### Congestion heat map

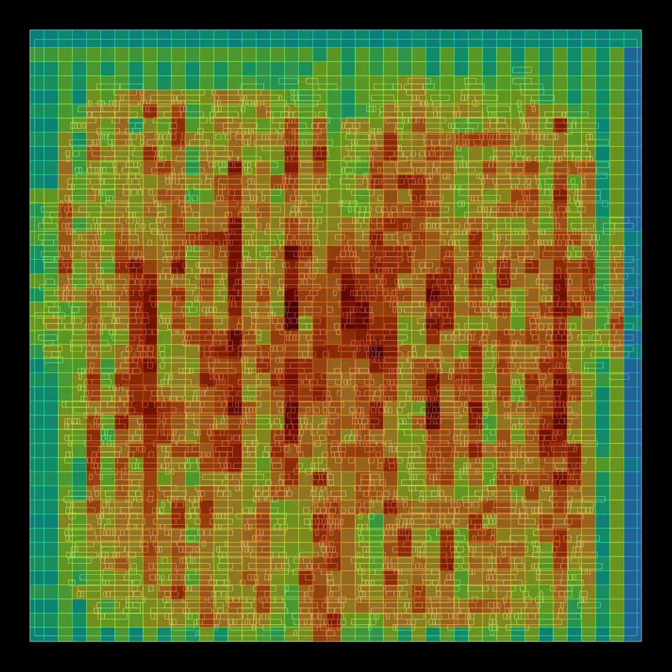
### Routed clock nets over the placement

Scale: 2 px per um.
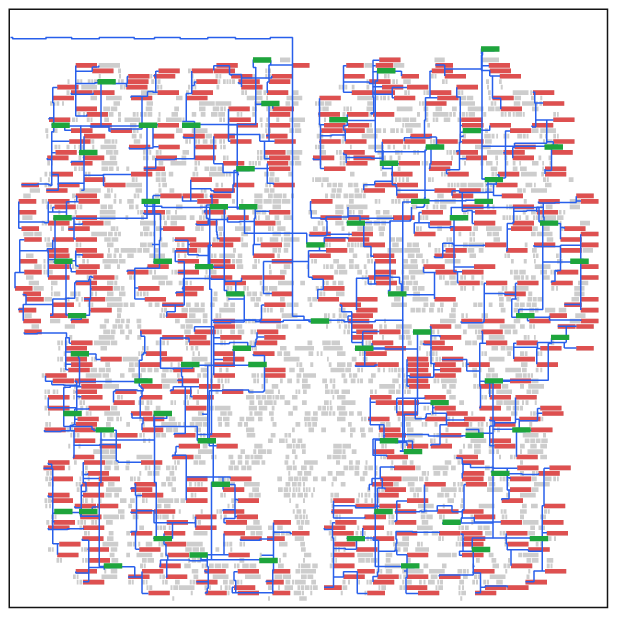
### Signal wires on met4

Scale: 1 px per um.
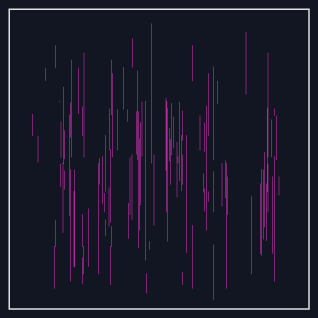
--- src/rtl/memory_dp.sv ---
// Dual-port word memory with byte enables, a power-up INIT sweep that
// fills every word with INIT_VAL, same-address arbitration in favour of
// channel a, and a 1- or 2-cycle registered read pipeline per channel.

// Per-channel read/error response pipeline.
module memory_dp_rdpipe #(
   parameter int WIDTH  = 16,
   parameter int RD_LAT = 1
) (
   input  logic             clk_i,
   input  logic             rst_n_i,
   input  logic             rd_fire,
   input  logic [WIDTH-1:0] rd_word,
   input  logic             acc_err,
   output logic             rvalid,
   output logic [WIDTH-1:0] rdata,
   output logic             err
);
   logic [RD_LAT:1]            vld_q;
   logic [RD_LAT:1][WIDTH-1:0] dat_q;
   logic [RD_LAT:0]            vld_pipe;
   logic [RD_LAT:0][WIDTH-1:0] dat_pipe;

   assign vld_pipe = {vld_q, rd_fire};
   assign dat_pipe = {dat_q, rd_word};

   // Shift read data down the pipe; a stage only loads when a read occupies
   // the stage feeding it, so the last stage holds its data between pulses.
   always_ff @(posedge clk_i or negedge rst_n_i) begin
      if (!rst_n_i) begin
         vld_q <= '0;
         dat_q <= '0;
         err   <= 1'b0;
      end else begin
         err <= acc_err;
         for (int s = 1; s <= RD_LAT; s++) begin
            vld_q[s] <= vld_pipe[s-1];
            if (vld_pipe[s-1]) dat_q[s] <= dat_pipe[s-1];
         end
      end
   end

   assign rvalid = vld_q[RD_LAT];
   assign rdata  = dat_q[RD_LAT];
endmodule

module memory_dp #(
   parameter int               WIDTH      = 16,
   parameter int               DEPTH      = 32,
   parameter int               ADDR_WIDTH = $clog2(DEPTH),
   parameter int               RD_LAT     = 1,
   parameter logic [WIDTH-1:0] INIT_VAL   = '0
) (
   input  logic                  clk_i,
   input  logic                  rst_n_i,
   input  logic                  valid_a_i,
   input  logic                  wr_rd_en_a_i,
   input  logic [ADDR_WIDTH-1:0] addr_a_i,
   input  logic [WIDTH-1:0]      wdata_a_i,
   input  logic [WIDTH/8-1:0]    be_a_i,
   output logic                  ready_a_o,
   output logic [WIDTH-1:0]      rdata_a_o,
   output logic                  rvalid_a_o,
   output logic                  err_a_o,
   input  logic                  valid_b_i,
   input  logic                  wr_rd_en_b_i,
   input  logic [ADDR_WIDTH-1:0] addr_b_i,
   input  logic [WIDTH-1:0]      wdata_b_i,
   input  logic [WIDTH/8-1:0]    be_b_i,
   output logic                  ready_b_o,
   output logic [WIDTH-1:0]      rdata_b_o,
   output logic                  rvalid_b_o,
   output logic                  err_b_o,
   output logic                  init_done_o
);
   localparam int                    NB        = WIDTH / 8;
   localparam logic [ADDR_WIDTH-1:0] LAST_ADDR = ADDR_WIDTH'(DEPTH - 1);

   typedef enum logic {ST_INIT, ST_RUN} state_t;

   state_t                  state;
   logic [ADDR_WIDTH-1:0]   init_cnt;
   logic [WIDTH-1:0]        mem [DEPTH];

   // Channel 0 = a, channel 1 = b.
   logic [1:0]                  valid, wr, ready, fire, inr, rvalid, err;
   logic [1:0][ADDR_WIDTH-1:0]  addr;
   logic [1:0][WIDTH-1:0]       wdata, rd_word, rdata;
   logic [1:0][NB-1:0]          be;
   logic                        run, conflict;

   assign valid = {valid_b_i, valid_a_i};
   assign wr    = {wr_rd_en_b_i, wr_rd_en_a_i};
   assign addr  = {addr_b_i, addr_a_i};
   assign wdata = {wdata_b_i, wdata_a_i};
   assign be    = {be_b_i, be_a_i};

   // Controller: sweep INIT_VAL into every word, then run forever.
   always_ff @(posedge clk_i or negedge rst_n_i) begin
      if (!rst_n_i) begin
         state       <= ST_INIT;
         init_cnt    <= '0;
         init_done_o <= 1'b0;
      end else begin
         case (state)
            ST_INIT: begin
               if (init_cnt == LAST_ADDR) begin
                  state       <= ST_RUN;
                  init_done_o <= 1'b1;
               end else begin
                  init_cnt <= init_cnt + 1'b1;
               end
            end
            default: ;
         endcase
      end
   end

   // Same-address access with any write stalls b; two reads may share.
   assign run      = (state == ST_RUN);
   assign conflict = valid_a_i && valid_b_i && (addr_a_i == addr_b_i) &&
                     (wr_rd_en_a_i || wr_rd_en_b_i);
   assign ready    = {run && !conflict, run};
   assign fire     = valid & ready;
   assign ready_a_o = ready[0];
   assign ready_b_o = ready[1];

   // Address range check and read-word selection; out-of-range reads give 0.
   always_comb begin
      inr     = '0;
      rd_word = '0;
      for (int c = 0; c < 2; c++) begin
         inr[c] = (int'(addr[c]) < DEPTH);
         if (inr[c]) rd_word[c] = mem[addr[c]];
      end
   end

   // Storage: INIT sweep plus byte-masked writes. No reset so it maps to RAM;
   // arbitration guarantees the two write ports never share an address.
   always_ff @(posedge clk_i) begin
      if (state == ST_INIT) mem[init_cnt] <= INIT_VAL;
      for (int c = 0; c < 2; c++) begin
         if (fire[c] && wr[c] && inr[c]) begin
            for (int k = 0; k < NB; k++) begin
               if (be[c][k]) mem[addr[c]][8*k +: 8] <= wdata[c][8*k +: 8];
            end
         end
      end
   end

   for (genvar c = 0; c < 2; c++) begin : g_ch
      memory_dp_rdpipe #(
         .WIDTH  (WIDTH),
         .RD_LAT (RD_LAT)
      ) u_rdpipe (
         .clk_i   (clk_i),
         .rst_n_i (rst_n_i),
         .rd_fire (fire[c] && !wr[c]),
         .rd_word (rd_word[c]),
         .acc_err (fire[c] && !inr[c]),
         .rvalid  (rvalid[c]),
         .rdata   (rdata[c]),
         .err     (err[c])
      );
   end

   assign rvalid_a_o = rvalid[0];
   assign rvalid_b_o = rvalid[1];
   assign rdata_a_o  = rdata[0];
   assign rdata_b_o  = rdata[1];
   assign err_a_o    = err[0];
   assign err_b_o    = err[1];
endmodule
--- config.mk ---
export PLATFORM = sky130hd
export DESIGN_NAME = memory_dp
export DESIGN_NICKNAME = d
export VERILOG_FILES = /design/src/rtl/memory_dp.sv
export SDC_FILE = /design/constraint.sdc
export NUM_CORES = 1
export LEC_CHECK = 0
export ABC_CLOCK_PERIOD_IN_PS = 4100
export CORE_MARGIN = 2
export CORE_UTILIZATION = 37
export DETAILED_ROUTE_END_ITERATION = 7
export DONT_BUFFER_PORTS = 1
export HOLD_SLACK_MARGIN = 0.03
export PLACE_DENSITY = 0.48
export SETUP_SLACK_MARGIN = 0.2
export SLEW_MARGIN = 15
export SYNTH_ARGS = -nofsm -noshare
export SYNTH_HDL_FRONTEND = slang
export SYNTH_HIERARCHICAL = 1
export SYNTH_SLANG_ARGS = --single-unit
--- constraint.sdc ---
create_clock -name clk_i -period 4.1 [get_ports clk_i]
set_input_delay 1.23 -clock clk_i [delete_from_list [all_inputs] [get_ports clk_i]]
set_output_delay 1.23 -clock clk_i [all_outputs]
set_load 0.005 [all_outputs]
==> flow_summary_export.csv <==
group,metric,value,unit
outcome,status,"complete, but fails checks",
outcome,violations,"max-slew violations",
critical_path,crit_type,"in -> out",
final_timing,period_needed,3.66,ns
floorplanning,n_tap_cell,1144,
pwr,seq-power,6.27,mW
final_layout,inverters,24,
synthesis,xor_share,0.00219,
final_layout,final.clkbuf_count,89,
route,wl_met2,58500,um
synthesis,synthMuxAreaShare,0.189,
pwr,total_power,13.0,mW
route,wl_met1,49400,um
final_layout,fin_cells,3991,
final_layout,drive_gt1_frac,0.166,
route,postRouteAntennaNets,0,
critical_path,path_max_fanout,261,
final_layout,largest_class,"registers",
synthesis,ys_top_logic_family,"multiplexers",
final_layout,final_cell_mix,"nand2_1, edfxtp_1, o21ai_0, mux2i_1, a22oi_1",
global_routing,grt_pass1_wl,174000,um
critical_path,worst-r2r-setup-slack,0.97,ns
critical_path,slowest_delay,0.36,ns
pwr,internal_power,9.99,mW
synthesis,top_cells_by_count,"nand2_1, edfxtp_1, o21ai_0",
clock_tree,ctsResizeCount,0,
global_routing,antenna_found_initial,0,
pwr,power_leakage,13.0,nW
final_layout,postLayoutCellArea,35800,sq um
placement,postPlaceCellArea,33700,sq um
critical_path,cp_num_buf_inv,0,
final_layout,synthToLayoutAreaGrowth,11.6,%
synthesis,syn_area,32100,sq um
clock_tree,cts_tree,"done",
route,vias_per_cell,6.12,
global_routing,grt_pass1_vias,23637,
final_timing,setup_violations,0,
final_layout,combGateArea,14500,sq um
pwr,power-per-cell-area,363,nW/um^2
pwr,pwr-share-comb,0.071,
critical_path,crit_family,"simple AND/OR/NAND/NOR gates",
critical_path,reg2regPathDepth,6,
pwr,p_seq_frac,0.483,
final_timing,timing.slew.headroom,-0.346,
final_layout,nFlopsAndLatches,555,
critical_path,worstSetupEndpointType,"output pin",
clock_tree,cts_root_buf,"clkbuf_16",
critical_path,timing.rr.start,"ready_a_o$_DFF_PN0_",
clock_tree,clock-sinks,555,
pwr,maxPowerGroup,"sequential cells",
placement,place_congestion,0.887,
route,wl_per_cell,30.5,um
critical_path,worstPathRequired,2.87,ns
floorplanning,io_pins,91,
route,drc,0,
clock_tree,clkTransAtPathRegs,0.06,ns
critical_path,r2r_end,"mem[11][15]$_DFFE_PP_",
final_timing,tightestPinTransition,2.02,ns
floorplanning,dieArea,89000,sq um
synthesis,ys_sh_adder,0.000781,
placement,preCtsSetupSlack,0.323,ns
flow_run,drv_cap,0,
synthesis,synthTopCellsByArea,"edfxtp_1, mux4_2, mux2i_1, o21ai_0, nand2_1",
floorplanning,initial_core_util,0.375,
final_layout,lay_top_count,"nand2_1",
min_path,min_path_type,"in -> async",
global_routing,grt_use_total,0.270,
synthesis,synth_top_flop_cell,"edfxtp_1",
final_timing,hold_violations,0,
critical_path,startpoint,"addr_a_i[1]",
synthesis,yosys.area.top_type,"edfxtp_1",
final_timing,fin_ws,0.444,ns
critical_path,cp-endpoint,"ready_b_o",
critical_path,cp_slowest_cell,"nor4_4",
final_timing,fin_crit_sh,0.892,
clock_tree,post-cts-setup-buffers,0,
route,wl_met3,7970,um
final_timing,hold_ws,0.315,ns
floorplanning,core-area,85500,sq um
final_layout,num-fill-cells,7923,
synthesis,yosys_register_bits,555,
final_layout,seq_share,0.460,
pwr,ir_drop,267,uV
placement,dp_hpwl,79100,um
final_timing,finalSetupTns,0,ns
floorplanning,rows,107,
final_timing,slew_viol_final,114,
critical_path,worstPathArrival,2.43,ns
final_layout,fin_nets,2852,
route,first_iter_violations,2909,
synthesis,yosys.area_share.aoi,0.158,
final_layout,nonClkBufAreaFrac,0.0338,
final_layout,clk_share,0.0578,
synthesis,async_flop_share,0.0775,
synthesis,synth_top_cell_by_count,"nand2_1",
final_layout,num_antenna_cells,2,
critical_path,crit_chain,"xor2_1 > nor4_4 > and2_1 > nor2_1",
## Picture notes: 'Congestion heat map'
met2 usage: 0.452
post-route core utilization: 0.418

## Picture notes: 'Routed clock nets over the placement'
[red] flip-flops | count: 555
[green] clock drivers | count: 67
[blue] clock wires | length: 8120 um
flops lie: spread over the die
clock network fraction of design power: 0.446
Clk Latency, worst-skew pair: 0.62 ns

## Picture notes: 'Signal wires on met4'
wire length on this layer: 5810 um
share of all routed wire: 4.8%
nets with wire on the layer: 73
longest straight run: 159 um
vias after detailed routing: 24.4k
Routed Wire Length: 122000 um

-- cells by family after synthesis --
family,count (synthesis)
buffers and inverters,322
AOI/OAI and AO/OA,845
DFF,555
muxes,434
xor gates and xnor gates,8
other,1
and+or+nand+nor,708
adders and majority gates,2
-- worst register-to-register path: stages, from the launching register on --
cell and delay, ns:
dfrtp_1 0.42, buf_4 0.20, and4_1 0.35, nand2_1 0.24, buf_4 0.24, a211oi_2 0.76
o21bai_1 0.55
-- flip-flops by register name, indices dropped and copies added, names as in the netlist --
signal,count
init_done_o,1
init_cnt,5
ready_a_o,1
g_ch.u_rdpipe/err,2
mem,512
g_ch.u_rdpipe/rdata,32
g_ch.u_rdpipe/rvalid,2
Power is estimated from default activity; no workload was simulated.
